==> src/rtl/contador_rolhas_vedacao.sv <==
// Cork count and capping sequencer for the capping station: tracks corks loaded by the
// dispenser, runs one timed actuator cycle per bottle, and reports BCD digits and a capped total.
module contador_rolhas_vedacao #(
    parameter int MAX_COUNT     = 99,
    parameter int TEMPO_VEDACAO = 4,
    parameter int LARGURA_TOTAL = 14
) (
    input  logic                     CLOCK,
    input  logic                     RESET,
    input  logic                     LOAD_CONTADOR,
    input  logic [6:0]               VALOR_CARGA,
    input  logic                     GARRAFA_PRESENTE,
    output logic [6:0]               COUNT_ATUAL,
    output logic [3:0]               BCD_DEZENA,
    output logic [3:0]               BCD_UNIDADE,
    output logic                     ATUADOR_ROLHA,
    output logic                     VEDACAO_OK,
    output logic                     FALTA_ROLHA,
    output logic [LARGURA_TOTAL-1:0] TOTAL_VEDADAS
);

    localparam int TW = (TEMPO_VEDACAO > 1) ? $clog2(TEMPO_VEDACAO) : 1;

    typedef enum logic [1:0] {
        OCIOSO,
        AGUARDA_ROLHA,
        VEDANDO,
        LIBERA
    } estado_t;

    estado_t         estado, estado_next;
    logic [TW-1:0]   timer, timer_next;
    logic            garrafa_prev;
    logic            borda;
    logic            consumo;
    logic            inc_total;
    logic [6:0]      base;
    logic [6:0]      count_next;

    function automatic logic [6:0] satura_carga(input logic [6:0] valor);
        if (valor > 7'(MAX_COUNT))
            return 7'(MAX_COUNT);
        return valor;
    endfunction

    assign borda = GARRAFA_PRESENTE & ~garrafa_prev;

    // A load and a consumption in the same cycle both take effect: the loaded value is decremented.
    assign base       = LOAD_CONTADOR ? satura_carga(VALOR_CARGA) : COUNT_ATUAL;
    assign count_next = (consumo && (base != 7'd0)) ? base - 7'd1 : base;

    always_comb begin
        estado_next = estado;
        timer_next  = timer;
        consumo     = 1'b0;
        inc_total   = 1'b0;
        case (estado)
            OCIOSO: begin
                if (borda) begin
                    if (COUNT_ATUAL != 7'd0) begin
                        estado_next = VEDANDO;
                        timer_next  = TW'(TEMPO_VEDACAO - 1);
                        consumo     = 1'b1;
                    end else begin
                        estado_next = AGUARDA_ROLHA;
                    end
                end
            end
            AGUARDA_ROLHA: begin
                // A removed bottle takes priority: there is nothing left to cap.
                if (!GARRAFA_PRESENTE) begin
                    estado_next = OCIOSO;
                end else if (base != 7'd0) begin
                    estado_next = VEDANDO;
                    timer_next  = TW'(TEMPO_VEDACAO - 1);
                    consumo     = 1'b1;
                end
            end
            VEDANDO: begin
                if (timer == '0) begin
                    estado_next = LIBERA;
                    inc_total   = 1'b1;
                end else begin
                    timer_next = timer - TW'(1);
                end
            end
            LIBERA: begin
                estado_next = OCIOSO;
            end
            default: begin
                estado_next = OCIOSO;
            end
        endcase
    end

    always_ff @(posedge CLOCK) begin
        if (RESET) begin
            estado        <= OCIOSO;
            timer         <= '0;
            garrafa_prev  <= 1'b0;
            COUNT_ATUAL   <= 7'd0;
            TOTAL_VEDADAS <= '0;
            ATUADOR_ROLHA <= 1'b0;
            VEDACAO_OK    <= 1'b0;
            FALTA_ROLHA   <= 1'b0;
        end else begin
            estado        <= estado_next;
            timer         <= timer_next;
            garrafa_prev  <= GARRAFA_PRESENTE;
            COUNT_ATUAL   <= count_next;
            TOTAL_VEDADAS <= TOTAL_VEDADAS + LARGURA_TOTAL'(inc_total);
            ATUADOR_ROLHA <= (estado_next == VEDANDO);
            VEDACAO_OK    <= (estado_next == LIBERA);
            FALTA_ROLHA   <= (estado_next == AGUARDA_ROLHA);
        end
    end

    assign BCD_DEZENA  = 4'(COUNT_ATUAL / 7'd10);
    assign BCD_UNIDADE = 4'(COUNT_ATUAL % 7'd10);

endmodule
==> config.mk <==
export PLATFORM = sky130hd
export DESIGN_NAME = contador_rolhas_vedacao
export DESIGN_NICKNAME = d
export VERILOG_FILES = /design/src/rtl/contador_rolhas_vedacao.sv
export SDC_FILE = /design/constraint.sdc
export NUM_CORES = 1
export LEC_CHECK = 0
export CORE_ASPECT_RATIO = 0.6
export CORE_UTILIZATION = 45
export DETAILED_ROUTE_END_ITERATION = 10
export GPL_TIMING_DRIVEN = 0
export PLACE_DENSITY = 0.76
export SYNTH_ARGS = -nofsm -noshare
export SYNTH_HDL_FRONTEND = slang
export SYNTH_SLANG_ARGS = --single-unit
==> constraint.sdc <==
create_clock -name CLOCK -period 2.32 [get_ports CLOCK]
set_clock_uncertainty 0.2 [all_clocks]
set_input_delay 0.232 -clock CLOCK [delete_from_list [all_inputs] [get_ports CLOCK]]
set_output_delay 0.232 -clock CLOCK [all_outputs]
set_load 0.03 [all_outputs]
Metal 2:
Drawn at 6 px/um.
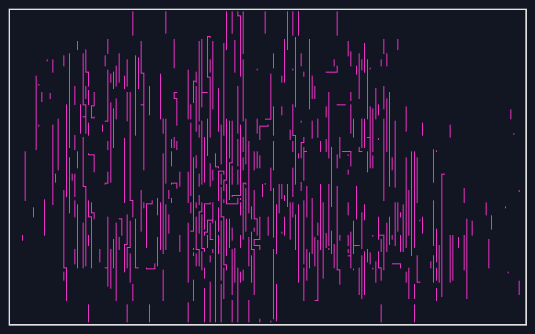
- wire length on this layer: 1990 um
- longest straight run: 20.4 um
- share of all routed wire: 41%
- main direction: vertical

Clock wiring as the flow saved it:
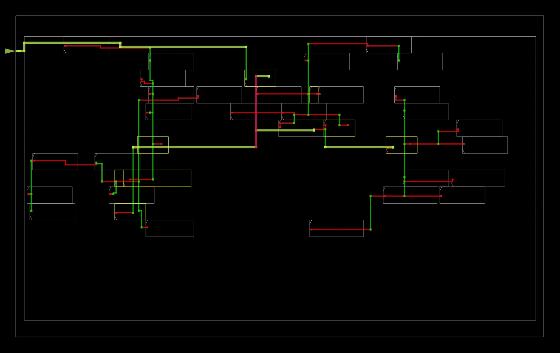
Clock group: 497 uW
clock buffers: 6
Worst-Skew Late Latency: 0.28 ns

Register map, names as in the netlist:
Drawn at 6 px/um.
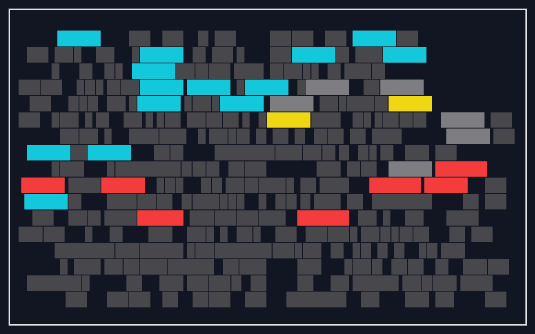
- red: `COUNT_ATUAL` (sequential cells 7)
- cyan: `TOTAL_VEDADAS` (sequential cells 14)
- yellow: `estado` (sequential cells 2)
- not coloured: 6

==> changes_impl.md <==
## Implementation

* Placed cell count at approximately 310
* Routed length on met2 at just under 2000 um
* DR vias at roughly 1800
* Avg Cell Area, Syn at between 8 and 9 um^2
* Comb/total area at 0.4804
* Fraction of area in registers at 0.2187
* Hold Fails Final Rpt at 0
* Power density over the cells at 696.7 nW/um^2
* DR WL/cell at ~15 um
* # setup viols final at 10
* Chip area at approximately 4500 um^2
* CP bufs+invs at 3
* Levels on crit path at 10
* Setup ws final at -0.3472 ns
* Area leader share at 0.3055
* Status: finished with violations
* CP top delay family: AND-OR/OR-AND gates
* Max Slew Vio Count at 0
* Top cells by area: dfxtp_1 31%, nor2_1 4.1%, xor2_1 4.1%
* Mapped Area at ~1900 um^2
* WP data required at 1.89 ns
* Max cap viols at 0
* Period utilisation layout at 1.150
* Main logic family: simple AND/OR/NAND/NOR gates
* CTS tree: built
* Clk sink count at 29
* Failing checks: setup timing
* Area after DPL at 2439 um^2
* Clk cell area share at 0.03922
* Yosys aoi share at 0.2409
* Largest net degree at the start of global routing at 11
* Hold_buf cts at 0
* I/O Pins at ~43
* Top class by area: multi-input combinational cells
* Yosys cell types at 61
power breakdown:
part / total, mW / internal [mW] / switching (mW)
Sequential: 0.584 / 0.541 / 0.0438
Combinational: 0.808 / 0.374 / 0.433
Clock: 0.497 / 0.316 / 0.181
flip-flops by register name, indices dropped and copies added (netlist names):
| register | count |
|---|---|
| garrafa_prev | 1 |
| FALTA_ROLHA | 1 |
| TOTAL_VEDADAS | 14 |
| ATUADOR_ROLHA | 1 |
| COUNT_ATUAL | 7 |
| timer | 2 |
| estado | 2 |
| VEDACAO_OK | 1 |
Power figures rest on the tool's default switching activity, not on a simulated workload.
